===== config.mk =====
export PLATFORM = sky130hd
export DESIGN_NAME = fifo_memoria
export DESIGN_NICKNAME = d
export VERILOG_FILES = /design/src/rtl/fifo_memoria.sv
export SDC_FILE = /design/constraint.sdc
export NUM_CORES = 1
export LEC_CHECK = 0
export ABC_AREA = 1
export CORE_ASPECT_RATIO = 1.25
export CORE_MARGIN = 3
export CORE_UTILIZATION = 40
export DETAILED_ROUTE_END_ITERATION = 7
export PLACE_DENSITY = 0.65
export SYNTH_ARGS = -nofsm -noshare
export SYNTH_HDL_FRONTEND = slang
export SYNTH_SLANG_ARGS = --single-unit

===== constraint.sdc =====
create_clock -name clk -period 2 [get_ports clk]
set_input_delay 0.4 -clock clk [delete_from_list [all_inputs] [get_ports clk]]
set_output_delay 0.4 -clock clk [all_outputs]
set_load 0.01 [all_outputs]

===== src/rtl/fifo_memoria.sv =====
// fifo_memoria: synchronous FIFO over a dual-pointer register-file memory.
// Provides push/pop flow control, full/empty and programmable almost flags,
// an occupancy count and a sticky overflow/underflow error bit.
// Build option: define FIFO_FWFT_EN for first-word-fall-through reads;
// left undefined, data_out/valid_out are registered (one-cycle read latency).
//
// Handshake: push is taken when (push && (!full || pop)); pop is taken when
// (pop && !empty). A push arriving with pop while full is taken because the
// pop frees the slot in the same edge; a pop arriving with push while empty is
// ignored (and not an underflow) because there is no stored word to read yet.
module fifo_memoria #(
  parameter int BUS_SIZE        = 4,
  parameter int ADDR_WIDTH      = 4,
  parameter int ALMOST_FULL_TH  = 12,
  parameter int ALMOST_EMPTY_TH = 2
) (
  input  logic                  clk,
  input  logic                  reset_L,
  input  logic                  push,
  input  logic                  pop,
  input  logic [BUS_SIZE-1:0]   data_in,
  output logic [BUS_SIZE-1:0]   data_out,
  output logic                  valid_out,
  output logic                  full,
  output logic                  empty,
  output logic                  almost_full,
  output logic                  almost_empty,
  output logic                  error,
  output logic [ADDR_WIDTH:0]   fifo_count
);

  localparam int MEM_LENGTH = 1 << ADDR_WIDTH;
  localparam logic [ADDR_WIDTH:0]   FULL_CNT = (ADDR_WIDTH+1)'(MEM_LENGTH);
  localparam logic [ADDR_WIDTH:0]   AF_CNT   = (ADDR_WIDTH+1)'(ALMOST_FULL_TH);
  localparam logic [ADDR_WIDTH:0]   AE_CNT   = (ADDR_WIDTH+1)'(ALMOST_EMPTY_TH);
  localparam logic [ADDR_WIDTH:0]   CNT_ONE  = (ADDR_WIDTH+1)'(1);
  localparam logic [ADDR_WIDTH-1:0] PTR_ONE  = ADDR_WIDTH'(1);

  logic [BUS_SIZE-1:0]   mem_q [MEM_LENGTH];
  logic [ADDR_WIDTH-1:0] wr_ptr_q, wr_ptr_d;
  logic [ADDR_WIDTH-1:0] rd_ptr_q, rd_ptr_d;
  logic [ADDR_WIDTH:0]   count_q, count_d;
  logic                  error_q, error_d;
  logic                  push_acc, pop_acc, overflow, underflow;

  // Flags are decoded from the registered count only.
  assign full         = (count_q == FULL_CNT);
  assign empty        = (count_q == '0);
  assign almost_full  = (count_q >= AF_CNT);
  assign almost_empty = (count_q <= AE_CNT);
  assign error        = error_q;
  assign fifo_count   = count_q;

  assign push_acc  = push && (!full || pop);
  assign pop_acc   = pop && !empty;
  assign overflow  = push && full && !pop;
  assign underflow = pop && empty && !push;

  // Next-state for pointers, occupancy and the sticky error bit.
  always_comb begin
    wr_ptr_d = wr_ptr_q;
    rd_ptr_d = rd_ptr_q;
    count_d  = count_q;
    error_d  = error_q;
    if (push_acc) wr_ptr_d = wr_ptr_q + PTR_ONE;
    if (pop_acc)  rd_ptr_d = rd_ptr_q + PTR_ONE;
    case ({push_acc, pop_acc})
      2'b10:   count_d = count_q + CNT_ONE;
      2'b01:   count_d = count_q - CNT_ONE;
      default: count_d = count_q;
    endcase
    if (overflow || underflow) error_d = 1'b1;
  end

  // Control state register; cleared asynchronously.
  always_ff @(posedge clk or negedge reset_L) begin
    if (!reset_L) begin
      wr_ptr_q <= '0;
      rd_ptr_q <= '0;
      count_q  <= '0;
      error_q  <= 1'b0;
    end else begin
      wr_ptr_q <= wr_ptr_d;
      rd_ptr_q <= rd_ptr_d;
      count_q  <= count_d;
      error_q  <= error_d;
    end
  end

  // Storage array; intentionally not reset, contents valid only once written.
  always_ff @(posedge clk) begin
    if (push_acc) mem_q[wr_ptr_q] <= data_in;
  end

`ifdef FIFO_FWFT_EN
  // Head word is shown directly; a pop consumes what is currently displayed.
  assign data_out  = mem_q[rd_ptr_q];
  assign valid_out = !empty;
`else
  logic [BUS_SIZE-1:0] dout_q, dout_d;
  logic                vld_q, vld_d;

  // Read port: capture the head word on an accepted pop, otherwise hold data.
  always_comb begin
    dout_d = dout_q;
    vld_d  = pop_acc;
    if (pop_acc) dout_d = mem_q[rd_ptr_q];
  end

  // Registered read outputs; cleared asynchronously.
  always_ff @(posedge clk or negedge reset_L) begin
    if (!reset_L) begin
      dout_q <= '0;
      vld_q  <= 1'b0;
    end else begin
      dout_q <= dout_d;
      vld_q  <= vld_d;
    end
  end

  assign data_out  = dout_q;
  assign valid_out = vld_q;
`endif

endmodule


**Floorplan with the power grid**

Bar = 20 um. Pins as bars on the die edge.
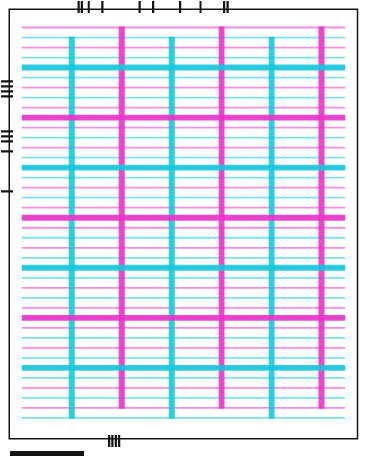
[VDD] magenta
[VSS] cyan
rows: 39
met1 rails: 40
Die Ht: 116.3 um
VDD IR max: 824.0 uV
chip width: 94.22 um
Core Region: 0.009320 mm2

==> out/qor.csv <==
metric;value;unit
status;complete, no violations;
Via Count;2807;
placement-stage cell area;0.004499;mm2
CP max-delay cell;dfrtp_2;
Hold-fix buffers, CTS;0;
Floorplan Nets;420;
Slew HR;73.00;%
clock-cell share of area;5.415;%
GRT Util Overall;16.27;%
Worst path max stage delay;0.44;ns
Non-clk bufs;65;
xor+xnor area frac;2.026;%
Bufs on Longest Clock Path;2;
fmax;0.5108;GHz
chip area;0.01096;mm2
Power Clock;1.45;mW
Logic pwr share;41.8;%
RSZ-0062 raised after global routing;true;
Crit path max-delay family;simple AND/OR/NAND/NOR gates;
NonClk Buf Share;11.14;%
setup bufs post-CTS;2;
# Max-Cap Violations;0;
n_diodes;0;
clk ins delay skew pair;0.33;ns
AO/OA Area Share;1.608;%
r2r endpoint;fifo_count[4]$_DFFE_PN0P_;
1st-iter DRT viols;166;
IO Port Bufs;22;
RR Startpoint;fifo_count[0]$_DFFE_PN0P_;
final hold slack;0.3593;ns
Psw;2.427;mW
fp_density;41.75;%
top_reg_cell synth;edfxtp_1;
part of the power in the clock network;22.1;%
routability congestion estimate;0.8084;
Pwr top;combinational logic;
Final min period;1.958;ns
endpoints failing hold;0;
design area;0.004830;mm2
Worst Path Buf+Inv;0;
Stages on worst setup path;15;
yosys synthesis warning count;0;
clkbuf count;10;
crit start category;register;
total power;6.548;mW
total gr overflow;0;
FP Rows;39;
CP max FO;4;
Critical path origin;fifo_count[0]$_DFFE_PN0P_;
Area growth syn-to-layout;24.12;%
vias in the first global route;2767;
Comb area share;25.08;%
sequential share of the synthesized area;61.61;%
Yosys Instances;404;
Post-CTS Resized;5;
Final nets;484;
Mux area share;0;%
mean post-synth cell area;9.632;um2
TritonCTS Sinks;83;
logic area;0.001211;mm2
flop count;83;
Final Cycle Share;97.89;%
critical path endpoint category;register;
Fill cells;824;
max-slew violations;0;
Yosys reg bits;83;
Cell Int Power;4.121;mW
Finished Layout Cells;596;
Top logic family;simple AND/OR/NAND/NOR gates;
P_seq;2.36;mW
CTS tree;done;
mi-comb count;241;
num tapcells;123;
Post-DRT Antenna Nets;0;
CTS root buffer;clkbuf_16;
first-pass detailed-route iteration total;4;
number of buffers created by CTS;9;
max reg flops;64;
Async SR Flop Fraction;22.89;%
Setup Viol. Count Final;0;
Flop pwr share;36.1;%
Reg area;0.002400;mm2
global-route wire length before repair;13.37;mm
Hold Path Class;in2async;
Worst EP required;2.23;ns
crit path cell chain;nor2_4 > nand3_2 > nor2_4 > nand2_2 > nand2_4 > ha_4 > xor2_2 > ha_2 > a21oi_4 > nor2_2 > nand2_1 > nand3_1 > nand2_1 > nand2_1 > nand2_1;
Comb. pwr;2.74;mW
tool warning count;32;
PwrDens;1356;mW/mm2
vias per cell;4.710;
antenna violations before repair;0;
Most flops, register;mem_q;
setup TNS;0;ns
leading cell category by total area;sequential cells;
post-synth cell types;29;
Reg2Reg Setup Slack;0.04;ns
most used cell, CP;nand2_1;
clk slew on worst S/H paths;0.06;ns
Pleak;2.202;nW
EDFF count, synth;64;
Chip Area, Yosys;0.003891;mm2
Synth Area in Simple Gates;23.50;%
Crit Path Class;reg2reg;
estimated wirelength of the detail-placed design;5.590;mm
routed len/inst;13.52;um
worst r2r path cells;15;
CP arrival;2.19;ns
largest net degree at the start of global routing;35;
sw frac;37.07;%
Setup WS pre-CTS;-0.2500;ns
adder share;2.572;%
Setup WS post-layout;0.04211;ns
Slew @ Worst Pin;0.4037;ns
Non-Clock Inverter Count;68;
Post-Synthesis Cells;404;
# DRC;0;
depth of the CTS H-tree;3;
Cell Area, Synth;0.003891;mm2
Layout Skew;0.005627;ns
IO Pins;23;
drt total wl;8.060;mm
Setup crit end;fifo_count[4]$_DFFE_PN0P_;
share of layout cells above drive strength 1;17.76;%
placed cells;574;
**Cell classes on the final placement**

Bar = 20 um.
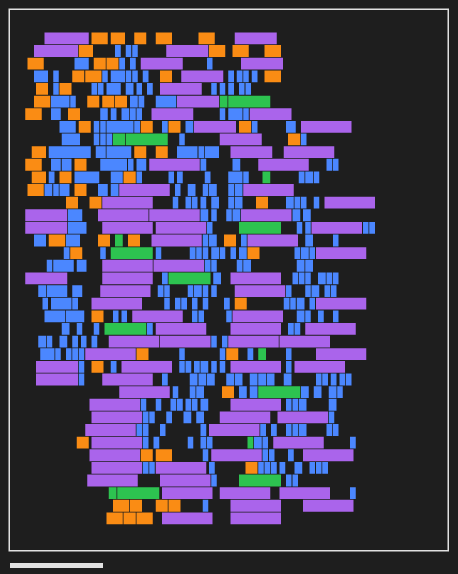
[all other logic] blue | cells: 309 | share of their area: 32%
[clock drivers and dummy loads] green | cells: 16 | share of their area: 5.6%
[other buffers and delay cells] orange | cells: 65 | share of their area: 12%
[flops] purple | cells: 83 | share of their area: 51%
flop share of the area: 49.69%
Core Util, Final: 51.82%

[cells in the mapped netlist (2+ instances only)]
cell type / number / area, um2
nand2_2: 4 / 25.02
o21ai_0: 4 / 20.02
nand2_4: 2 / 22.52
inv_1: 63 / 236.5
o21ai_1: 2 / 10.01
dfrtp_1: 19 / 475.5
nand3_1: 54 / 270.3
ha_1: 8 / 100.1
buf_4: 6 / 45.04
inv_2: 2 / 7.510
xnor2_1: 2 / 17.52
buf_2: 5 / 25.02
edfxtp_1: 64 / 1922
nor2_1: 17 / 63.81
a21oi_1: 2 / 10.01
xor2_1: 7 / 61.31
nand2_1: 131 / 491.7
[placed cells by master, fill, tap and decap left out, drive strengths merged]
| master | netlist | layout |
|---|---|---|
| nand2 | 137 | 137 |
| inv | 67 | 67 |
| edfxtp | 64 | 64 |
| nand3 | 55 | 55 |
| buf | 11 | 43 |
| dfrtp | 19 | 19 |
| nor2 | 19 | 19 |
| clkdlybuf4s50 | 0 | 18 |
| clkbuf | 1 | 10 |
| ha | 8 | 8 |
| xor2 | 7 | 7 |
| clkinv | 1 | 6 |
| o21ai | 6 | 6 |
| dlygate4sd2 | 0 | 4 |
| xnor2 | 2 | 2 |
| a21oi | 2 | 2 |
| nand4 | 1 | 1 |
| a2111oi | 1 | 1 |
| o22ai | 1 | 1 |
| nand3b | 1 | 1 |
| o21bai | 1 | 1 |
| clkinvlp | 0 | 1 |
[per-layer routing]
layer / vias to the layer above / share of wire [%] / global-route usage, %
met5: - / 0 / 0
met4: 0 / 3.4 / 9.056
met3: 21 / 4.4 / 3.222
met2: 63 / 52 / 27.56
met1: 1312 / 40 / 19.39
li1: 1411 / - / -
No activity file was given, so power comes from the tool's default toggle rates.
